--- src/rtl/booth_pkg.sv ---
// rtl/booth_pkg.sv - shared types and defaults for the radix-2 Booth multiplier
package booth_pkg;

    localparam int BOOTH_WIDTH = 8;

    typedef enum logic [1:0] {
        IDLE = 2'd0,
        CALC = 2'd1,
        DONE = 2'd2
    } state_t;

endpackage

--- src/rtl/booth_addsub.sv ---
// rtl/booth_addsub.sv - adder/subtractor for the Booth accumulator, sub=1 gives a-b
module booth_addsub #(
    parameter int W = 10
) (
    input  logic [W-1:0] a,
    input  logic [W-1:0] b,
    input  logic         sub,
    output logic [W-1:0] y
);

    assign y = sub ? (a - b) : (a + b);

endmodule

--- src/rtl/booth_mult_seq.sv ---
// rtl/booth_mult_seq.sv - sequential radix-2 Booth multiplier; BOOTH_SIGNED_SEL_EN adds is_signed
module booth_mult_seq
    import booth_pkg::*;
#(
    parameter int WIDTH = BOOTH_WIDTH
) (
    input  logic                 clk,
    input  logic                 rst_n,
    input  logic                 start,
    input  logic [WIDTH-1:0]     mcand,
    input  logic [WIDTH-1:0]     mplier,
`ifdef BOOTH_SIGNED_SEL_EN
    input  logic                 is_signed,
`endif
    output logic                 busy,
    output logic                 done,
    output logic [2*WIDTH-1:0]   product
);

    localparam int CW = $clog2(WIDTH + 2);
    localparam int AW = WIDTH + 2;

    state_t             state;
    logic [AW-1:0]      acc;
    logic [WIDTH:0]     q_reg;
    logic [WIDTH:0]     m_reg;
    logic               q_m1;
    logic [CW-1:0]      cnt;

    logic               mc_ext;
    logic               mp_ext;
    logic [AW-1:0]      sum;
    logic [AW-1:0]      step_a;

    // Extension bit is resolved at capture, so the mode never needs storing.
`ifdef BOOTH_SIGNED_SEL_EN
    assign mc_ext = is_signed & mcand[WIDTH-1];
    assign mp_ext = is_signed & mplier[WIDTH-1];
`else
    assign mc_ext = mcand[WIDTH-1];
    assign mp_ext = mplier[WIDTH-1];
`endif

    booth_addsub #(
        .W (AW)
    ) u_addsub (
        .a   (acc),
        .b   ({m_reg[WIDTH], m_reg}),
        .sub (q_reg[0]),
        .y   (sum)
    );

    assign step_a = (q_reg[0] ^ q_m1) ? sum : acc;
    assign busy   = (state == CALC);

    always_ff @(posedge clk or negedge rst_n) begin
        if (!rst_n) begin
            state   <= IDLE;
            acc     <= '0;
            q_reg   <= '0;
            m_reg   <= '0;
            q_m1    <= 1'b0;
            cnt     <= '0;
            done    <= 1'b0;
            product <= '0;
        end else begin
            done <= 1'b0;
            case (state)
                IDLE: begin
                    if (start) begin
                        m_reg <= {mc_ext, mcand};
                        q_reg <= {mp_ext, mplier};
                        acc   <= '0;
                        q_m1  <= 1'b0;
                        cnt   <= CW'(WIDTH);
                        state <= CALC;
                    end
                end
                CALC: begin
                    // Add/subtract and arithmetic shift of {A,Q,q-1} in one cycle.
                    acc   <= {step_a[AW-1], step_a[AW-1:1]};
                    q_reg <= {step_a[0], q_reg[WIDTH:1]};
                    q_m1  <= q_reg[0];
                    if (cnt == '0) begin
                        state <= DONE;
                    end else begin
                        cnt <= cnt - 1'b1;
                    end
                end
                DONE: begin
                    product <= {acc[WIDTH-2:0], q_reg};
                    done    <= 1'b1;
                    state   <= IDLE;
                end
                default: state <= IDLE;
            endcase
        end
    end

endmodule
--- config.mk ---
export PLATFORM = sky130hd
export DESIGN_NAME = booth_mult_seq
export DESIGN_NICKNAME = d
export VERILOG_FILES = /design/src/rtl/booth_pkg.sv /design/src/rtl/booth_addsub.sv /design/src/rtl/booth_mult_seq.sv
export SDC_FILE = /design/constraint.sdc
export NUM_CORES = 1
export LEC_CHECK = 0
export CAP_MARGIN = 20
export CORE_MARGIN = 4
export CORE_UTILIZATION = 57
export CTS_BUF_LIST = sky130_fd_sc_hd__clkbuf_4 sky130_fd_sc_hd__clkbuf_8 sky130_fd_sc_hd__clkbuf_16
export CTS_CLUSTER_DIAMETER = 200
export DETAILED_ROUTE_END_ITERATION = 16
export PLACE_DENSITY = 0.94
export SYNTH_ARGS = -nofsm -noshare
export SYNTH_HDL_FRONTEND = slang
export SYNTH_SLANG_ARGS = --single-unit
--- constraint.sdc ---
create_clock -name clk -period 3.6 [get_ports clk]
set_input_delay 0.54 -clock clk [delete_from_list [all_inputs] [get_ports clk]]
set_output_delay 0.54 -clock clk [all_outputs]
set_load 0.1 [all_outputs]
**Sequential cells colored by netlist name**

Scale: 4 px per um.
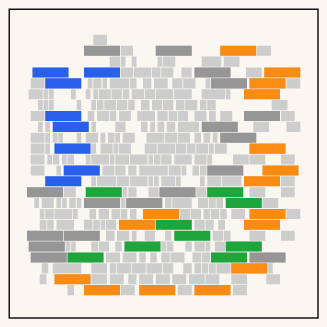
[blue] m_reg | flops: 8
[green] q_reg | flops: 9
[orange] product | flops: 16

**Selected gate families**

Scale: 6 px per um.
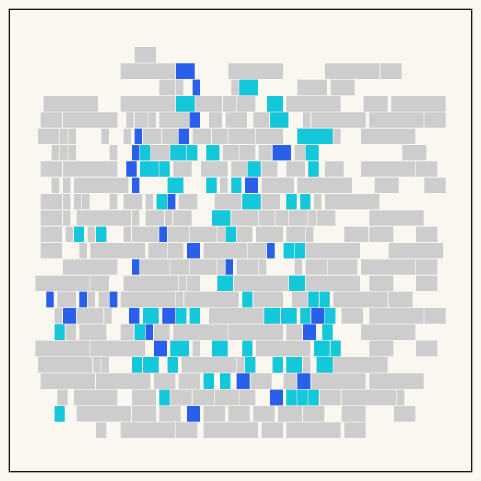
[blue] nor cells | cells: 30 | most used: nor2_1
[cyan] aoi and oai cells | cells: 61 | most used: o21ai_0

## metal layers
metal  vias up  share of wire [%]
met5         -                  0
met1      1002                 47
met4         0               0.83
met3         4                4.3
li1       1036                  -
met2        43                 48
## through the flow
step / std cells / hold slack, ns / instance area (um2)
floorplan: 272 / 0.244 / 2700
global placement: 350 / 0.485 / 3080
detailed placement: 350 / 0.492 / 3080
CTS: 358 / 0.456 / 3170
global route: 359 / 0.154 / 3190
finish: 359 / 0.136 / 3190
## worst max-delay path: cells and delay by family (launching register included)
kind | cells | cell delay, ns
buffers and inverters | 2 | 0.97
flip-flops | 1 | 0.53
AND/OR/NAND/NOR | 1 | 0.43
## synthesized netlist by cell type, drive strengths merged, types with 5 or more instances
cell,number
nand2b,5
a22oi,8
xor2,5
nor2,13
ha,12
inv,9
dfrtp,50
o21ai,22
nand2,38
a21oi,16
clkbuf,7
mux2,15
xnor2,10
buf,6
nor2b,10
## worst min path at each step
stage | end | slack (ns) | cells after the start
after detailed placement | product[7] | 0.49 | 1
final | product[1] | 0.14 | 1
after global routing | product[1] | 0.15 | 1
after floorplan | acc[0] | 0.24 | 0
after global placement | product[0] | 0.49 | 2
after CTS | product[2] | 0.46 | 1
## logic make-up after synthesis
logic type	synth area share, %
and+or+nand+nor	14.0
AOI/OAI and AO/OA	17.6
DFF	46.3
buffers and inverters	3.43
muxes	7.51
xor gates and xnor gates	4.87
adders and majority gates	6.30
## layout make-up
type                       instances  area (um2)  area share (%)
timing repair buffer              40         395            12.4
tap                               52        65.1            2.04
sequential                        50        1250            39.2
inverter                           9        33.8            1.06
clock inverter                     2        13.8           0.431
clock buffer                       6        76.3            2.39
multi-input combinational        200        1360            42.5
==> summary.txt <==
run results: x dimension of the die 76.8 um, Cell Chain, Critical Path nand2b_1 -> inv_1 -> buf_4, later-pin clock latency in the skew report 0.31 ns, die area 5900 um2, post-CTS setup repair buffer count 0, CTS tree built, Starting Density 60.3%, proportion of synthesized flip-flops having asynchronous set or reset 100%, reg-to-reg critical path endpoint acc[8], number of buffers added by the clock tree synthesis step 5, highest-count cells in the layout ignoring fill and taps sky130_fd_sc_hd__dfrtp_1 (50), sky130_fd_sc_hd__nand2_1 (38), sky130_fd_sc_hd__clkdlybuf4s50_1 (34), period utilisation layout 77.5%, total track usage 18.8%, vias per inst 5.81, beginning of the critical path state[1], share of the yosys chip area belonging to registers 46.3%, status finished, final reports clean, worst slew pin tran 0.978 ns, cells taking the most area after synthesis sky130_fd_sc_hd__dfrtp_1 (46%), sky130_fd_sc_hd__mux2_2 (5.8%), sky130_fd_sc_hd__ha_1 (5.6%), Clock Skews 0.00785 ns, H-tree lvl count 2, GR peak layer met2, flip-flop count of the largest register, all copies and words added 16
